[src/rtl/regfile_sb_if.sv]
`default_nettype none
// ============================================================================
//  Module      : regfile_sb_if
//  Description : Bus bundle for regfile_sb: write port, two read ports,
//                scoreboard reserve/busy and sequential dump stream.
//  Revision    : 1.0 - initial release
// ============================================================================
interface regfile_sb_if #(
    parameter int WIDTH = 8,
    parameter int AW    = 3
);
    logic             we;
    logic [AW-1:0]    wa;
    logic [WIDTH-1:0] wd;
    logic [AW-1:0]    ra1;
    logic [AW-1:0]    ra2;
    logic [WIDTH-1:0] rd1;
    logic [WIDTH-1:0] rd2;
    logic             rsv_en;
    logic [AW-1:0]    rsv_a;
    logic             busy1;
    logic             busy2;
    logic             dump_start;
    logic             dump_busy;
    logic             dump_valid;
    logic [AW-1:0]    dump_idx;
    logic [WIDTH-1:0] dump_data;

    modport master (
        output we, wa, wd, ra1, ra2, rsv_en, rsv_a, dump_start,
        input  rd1, rd2, busy1, busy2, dump_busy, dump_valid, dump_idx, dump_data
    );

    modport slave (
        input  we, wa, wd, ra1, ra2, rsv_en, rsv_a, dump_start,
        output rd1, rd2, busy1, busy2, dump_busy, dump_valid, dump_idx, dump_data
    );
endinterface
`default_nettype wire

[src/rtl/regfile_sb.sv]
`default_nettype none
// ============================================================================
//  Module      : regfile_sb
//  Description : Flop-based register file with two combinational read ports,
//                optional hardwired zero register, optional write-to-read
//                forwarding, a per-register pending scoreboard and a
//                sequential dump engine.
//  Revision    : 1.0 - initial release
// ============================================================================
module regfile_sb #(
    parameter int WIDTH    = 8,
    parameter int AW       = 3,
    parameter int ZERO_REG = 1,
    parameter int BYPASS   = 1
) (
    input  logic          clk,
    input  logic          rst,
    regfile_sb_if.slave   bus
);

    localparam int            DEPTH      = 2 ** AW;
    localparam logic [AW-1:0] c_last_idx = AW'(DEPTH - 1);

    typedef enum logic [0:0] {
        S_IDLE = 1'b0,
        S_DUMP = 1'b1
    } state_t;

    logic [WIDTH-1:0] r_regs [DEPTH];
    logic [DEPTH-1:0] r_pend;
    logic [DEPTH-1:0] w_pend_next;
    state_t           r_state;
    state_t           w_state_next;
    logic [AW-1:0]    r_idx;
    logic [AW-1:0]    w_idx_next;

    logic             w_wr_eff;
    logic             w_rsv_eff;
    logic             w_rsv_hold;
    logic             w_fwd1;
    logic             w_fwd2;
    logic             w_dumping;

    // Stored value as seen by a non-forwarded read; register 0 reads as zero
    // when it is hardwired.
    function automatic logic [WIDTH-1:0] f_stored(input logic [AW-1:0] a);
        if ((ZERO_REG != 0) && (a == '0)) begin
            return '0;
        end
        return r_regs[a];
    endfunction

    // Writes and reserves aimed at a hardwired zero register are dropped.
    assign w_wr_eff   = bus.we && !((ZERO_REG != 0) && (bus.wa == '0));
    assign w_rsv_eff  = bus.rsv_en && !((ZERO_REG != 0) && (bus.rsv_a == '0));
    // A reserve landing on the register being written keeps it pending.
    assign w_rsv_hold = w_wr_eff && w_rsv_eff && (bus.rsv_a == bus.wa);

    assign w_fwd1 = (BYPASS != 0) && w_wr_eff && (bus.wa == bus.ra1);
    assign w_fwd2 = (BYPASS != 0) && w_wr_eff && (bus.wa == bus.ra2);

    // Register storage: cleared by reset, updated by an effective write.
    always_ff @(posedge clk) begin
        if (rst) begin
            for (int i = 0; i < DEPTH; i++) begin
                r_regs[i] <= '0;
            end
        end else if (w_wr_eff) begin
            r_regs[bus.wa] <= bus.wd;
        end
    end

    // Scoreboard next value: write clears, reserve sets, reserve applied last
    // so it wins on a collision.
    always_comb begin
        w_pend_next = r_pend;
        if (w_wr_eff) begin
            w_pend_next[bus.wa] = 1'b0;
        end
        if (w_rsv_eff) begin
            w_pend_next[bus.rsv_a] = 1'b1;
        end
    end

    // Scoreboard register.
    always_ff @(posedge clk) begin
        if (rst) begin
            r_pend <= '0;
        end else begin
            r_pend <= w_pend_next;
        end
    end

    // Read ports: forwarding has priority, otherwise storage (zero in reset).
    assign bus.rd1 = w_fwd1 ? bus.wd : (rst ? '0 : f_stored(bus.ra1));
    assign bus.rd2 = w_fwd2 ? bus.wd : (rst ? '0 : f_stored(bus.ra2));

    // Busy: pending bit, masked by a same-cycle forwarded write that is not
    // simultaneously re-reserved.
    assign bus.busy1 = !rst && r_pend[bus.ra1] && !(w_fwd1 && !w_rsv_hold);
    assign bus.busy2 = !rst && r_pend[bus.ra2] && !(w_fwd2 && !w_rsv_hold);

    // Dump FSM state and index registers.
    always_ff @(posedge clk) begin
        if (rst) begin
            r_state <= S_IDLE;
            r_idx   <= '0;
        end else begin
            r_state <= w_state_next;
            r_idx   <= w_idx_next;
        end
    end

    // Dump FSM next state, index and stream outputs.
    always_comb begin
        w_state_next   = r_state;
        w_idx_next     = r_idx;
        w_dumping      = (r_state == S_DUMP) && !rst;
        bus.dump_busy  = w_dumping;
        bus.dump_valid = w_dumping;
        bus.dump_idx   = '0;
        bus.dump_data  = '0;
        case (r_state)
            S_IDLE: begin
                if (bus.dump_start) begin
                    w_state_next = S_DUMP;
                    w_idx_next   = '0;
                end
            end
            S_DUMP: begin
                if (r_idx == c_last_idx) begin
                    w_state_next = S_IDLE;
                    w_idx_next   = '0;
                end else begin
                    w_idx_next = r_idx + 1'b1;
                end
            end
            default: begin
                w_state_next = S_IDLE;
                w_idx_next   = '0;
            end
        endcase
        if (w_dumping) begin
            bus.dump_idx  = r_idx;
            bus.dump_data = f_stored(r_idx);
        end
    end

endmodule
`default_nettype wire

[src/flat_wrapper.sv]
// flat-port wrapper written by rule: the top's interface ports become plain ports
module regfile_sb_flat 
#(
    parameter int WIDTH    = 8,
    parameter int AW       = 3,
    parameter int ZERO_REG = 1,
    parameter int BYPASS   = 1
)
  (clk, rst, bus_we, bus_wa, bus_wd, bus_ra1, bus_ra2, bus_rsv_en, bus_rsv_a, bus_dump_start, bus_rd1, bus_rd2, bus_busy1, bus_busy2, bus_dump_busy, bus_dump_valid, bus_dump_idx, bus_dump_data);
  regfile_sb_if #(.WIDTH(WIDTH), .AW(AW)) bus_i ();
  input  logic clk;
  input  logic rst;
  input wire logic [$bits(bus_i.we)-1:0] bus_we;
  input wire logic [$bits(bus_i.wa)-1:0] bus_wa;
  input wire logic [$bits(bus_i.wd)-1:0] bus_wd;
  input wire logic [$bits(bus_i.ra1)-1:0] bus_ra1;
  input wire logic [$bits(bus_i.ra2)-1:0] bus_ra2;
  input wire logic [$bits(bus_i.rsv_en)-1:0] bus_rsv_en;
  input wire logic [$bits(bus_i.rsv_a)-1:0] bus_rsv_a;
  input wire logic [$bits(bus_i.dump_start)-1:0] bus_dump_start;
  output wire logic [$bits(bus_i.rd1)-1:0] bus_rd1;
  output wire logic [$bits(bus_i.rd2)-1:0] bus_rd2;
  output wire logic [$bits(bus_i.busy1)-1:0] bus_busy1;
  output wire logic [$bits(bus_i.busy2)-1:0] bus_busy2;
  output wire logic [$bits(bus_i.dump_busy)-1:0] bus_dump_busy;
  output wire logic [$bits(bus_i.dump_valid)-1:0] bus_dump_valid;
  output wire logic [$bits(bus_i.dump_idx)-1:0] bus_dump_idx;
  output wire logic [$bits(bus_i.dump_data)-1:0] bus_dump_data;
  assign bus_i.we = bus_we;
  assign bus_i.wa = bus_wa;
  assign bus_i.wd = bus_wd;
  assign bus_i.ra1 = bus_ra1;
  assign bus_i.ra2 = bus_ra2;
  assign bus_i.rsv_en = bus_rsv_en;
  assign bus_i.rsv_a = bus_rsv_a;
  assign bus_i.dump_start = bus_dump_start;
  assign bus_rd1 = bus_i.rd1;
  assign bus_rd2 = bus_i.rd2;
  assign bus_busy1 = bus_i.busy1;
  assign bus_busy2 = bus_i.busy2;
  assign bus_dump_busy = bus_i.dump_busy;
  assign bus_dump_valid = bus_i.dump_valid;
  assign bus_dump_idx = bus_i.dump_idx;
  assign bus_dump_data = bus_i.dump_data;
  regfile_sb #(.WIDTH(WIDTH), .AW(AW), .ZERO_REG(ZERO_REG), .BYPASS(BYPASS)) u_core (.clk(clk), .rst(rst), .bus(bus_i));
endmodule
[config.mk]
export PLATFORM = sky130hd
export DESIGN_NAME = regfile_sb_flat
export DESIGN_NICKNAME = d
export VERILOG_FILES = /design/src/rtl/regfile_sb_if.sv /design/src/rtl/regfile_sb.sv /design/src/flat_wrapper.sv
export SDC_FILE = /design/constraint.sdc
export NUM_CORES = 1
export LEC_CHECK = 0
export CORE_UTILIZATION = 25
export DETAILED_ROUTE_END_ITERATION = 8
export SYNTH_ARGS = -nofsm -noshare
export SYNTH_HDL_FRONTEND = slang
export SYNTH_SLANG_ARGS = --single-unit
[constraint.sdc]
create_clock -name clk -period 4.9 [get_ports clk]
set_input_delay 0.98 -clock clk [delete_from_list [all_inputs] [get_ports clk]]
set_output_delay 0.98 -clock clk [all_outputs]
set_load 0.02 [all_outputs]
clock_map.png
Scale bar: 50 µm.
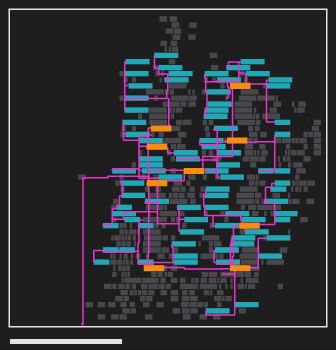
- cells driving clock nets: orange (count 9)
- clock wires: magenta (length 1070 µm)
- flip-flops: cyan (count 79)
- routed clock nets: 10

registers.png
Scale bar: 50 µm. Other sequential cells in the stronger gray, the rest of the logic in the fainter gray.
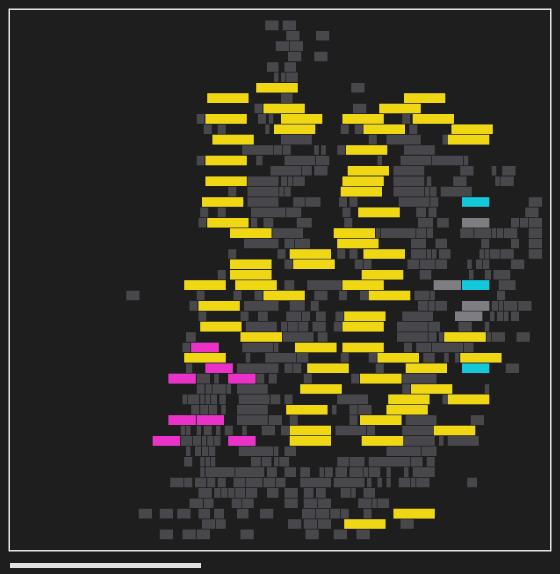
- u_core.r_idx: cyan (flops 3)
- u_core.r_regs: yellow (flops 64)
- u_core.r_pend: magenta (flops 8)

==> impl_metrics.json <==
{
  "status": "finished clean",
  "max_freq_mhz": 217,
  "fin_crit_ns": 4.61,
  "grt_pass1_vias": 3666,
  "wl_per_cell_um": 19.9,
  "grtUsageMet1_pct": 17.4,
  "slowest_stage": "clkdlybuf4s50_1",
  "layout_setup_ws_ns": 0.292,
  "cp_cell_sequence": "clkdlybuf4s50_1, o31ai_4, nor4_2, nor2_1, a22o_1, clkdlybuf4s50_1",
  "met1Wirelength_um": 5610,
  "wl_met3_um": 886,
  "top_register": "u_core.r_regs",
  "warnings": 27,
  "grt.total_usage_pct": 14.9,
  "grt_pass1_wl_um": 21600,
  "detail-route-antenna-nets": 0,
  "ys.flops": 79,
  "critPathCaptureType": "output pin",
  "yosysTopAreaCell": "edfxtp_1",
  "leakagePower_uw": 0.00204,
  "insertion_delay_ns": 0.33,
  "cts_setup_buffers": 0,
  "crit_type": "in -> out",
  "cp.arrival_ns": 3.63,
  "wirelength_um": 14300,
  "slew_violations": 0,
  "yosysTopAreaCellShare_pct": 39.6,
  "yosys-top-cells-area": "edfxtp_1 40%, mux4_2 17%, and2_1 7.6%",
  "clock_skew_ns": 0.00115,
  "slowest_delay_ns": 0.63,
  "power.share.clock_pct": 38.7,
  "setup_viol": 0,
  "p_seq_uw": 807,
  "power.density_nw_per_um2": 299,
  "grtUsageMet3_pct": 2.87,
  "cts_tree": "done",
  "finalInstanceArea_um2": 6050,
  "num_antenna_cells": 0,
  "cp.buffers_inverters": 2,
  "core_um2": 18900,
  "largest_registers": "u_core.r_regs: 64 flops, u_core.r_pend: 8 flops, u_core.r_idx: 3 flops",
  "final_util_pct": 32.0,
  "synth_stat.cells": 390,
  "io_buffers": 55,
  "placed_area_um2": 5750,
  "seq_area_frac_synth_pct": 45.7,
  "cts_buffer_depth": 2,
  "numCtsBuffers": 9,
  "io_pins": 56,
  "synth.distinct_cells": 45,
  "met2_length_um": 7410,
  "lay_top_count": "edfxtp_1",
  "grt_overflow": 0,
  "ys_area_um2": 4860,
  "holdWs_ns": 0.482,
  "top_layer_used": "met5",
  "enable_flop_cells": 64,
  "area_growth_pct": 24.7,
  "syn_area_um2": 4860,
  "flop_cell": "edfxtp_1",
  "clk_pin_slew_ns": 0.06,
  "die_w_um": 141,
  "r2r-start": "u_core.r_idx[0]",
  "syn-instance-count": 390,
  "crit_fanout": 10,
  "hp-start": "u_core.r_pend[0]",
  "yosys-top-cells-count": "64 x edfxtp_1, 59 x and2_1, 36 x mux4_2, 21 x nor2_1, 20 x nand2_1",
  "compound_area_share_pct": 9.84,
  "rr_worst_depth": 6,
  "min_to": "u_core.r_pend[0]",
  "p_sw_uw": 450,
  "layout.nets": 483,
  "place_ws_ns": 0.309,
  "worst_pin_slew_ns": 1.18,
  "simple_gate_share_pct": 15.2,
  "ctsHoldBuffers": 0,
  "seqPwrFrac_pct": 44.5,
  "cts_resized": 0,
  "grt-busiest-layer": "met2",
  "fin_crit_sh_pct": 94.0,
  "grt_use_met2_pct": 25.5,
  "crit_family": "buffers and inverters",
  "yosys_warnings": 0,
  "max-cap-violations": 0,
  "p_comb_share_pct": 16.8,
  "largest_reg_flops": 64,
  "cts-htree-levels": 3,
  "final.setup.tns_ns": 0,
  "async_reset_ff_share_pct": 0,
  "drcViolationCount": 0,
  "final_layout_top_logic_cells": "64 x edfxtp_1, 59 x and2_1, 55 x clkdlybuf4s50_1, 36 x mux4_2, 21 x nor2_1",
  "die_area_um2": 20000,
  "r2r-end": "u_core.r_idx[0]",
  "cts_sinks": 79,
  "stdcell_count": 720,
  "power.clock.total_uw": 701,
  "grt_max_degree": 20,
  "gp_congestion": 0.903,
  "crit_path_start_kind": "input port",
  "antenna_found_initial": 1,
  "yosysMostFrequentCell": "edfxtp_1"
}
[worst max path at each step]
stage               startpoint          to  slack [ns]  depth (start not counted)
global placement     bus_wa[0]  bus_rd2[5]        0.38                          6
detailed placement   bus_wa[0]  bus_rd2[1]        0.31                          6
finish               bus_wa[0]  bus_rd2[5]        0.29                          6
floorplan            bus_wa[0]  bus_rd2[6]        1.46                          5
CTS                  bus_wa[0]  bus_rd2[1]        0.30                          6
global route         bus_wa[0]  bus_rd2[4]        0.19                          6
[layout make-up]
class / count / area, µm²
Tap cell: 260 / 325
Timing Repair Buffer: 75 / 701
Clock buffer: 11 / 233
Multi-Input combinational cell: 275 / 2440
Sequential cell: 79 / 2220
Clock inverter: 5 / 73.8
Fill cell: 1902 / 12800
Inverter: 15 / 56.3
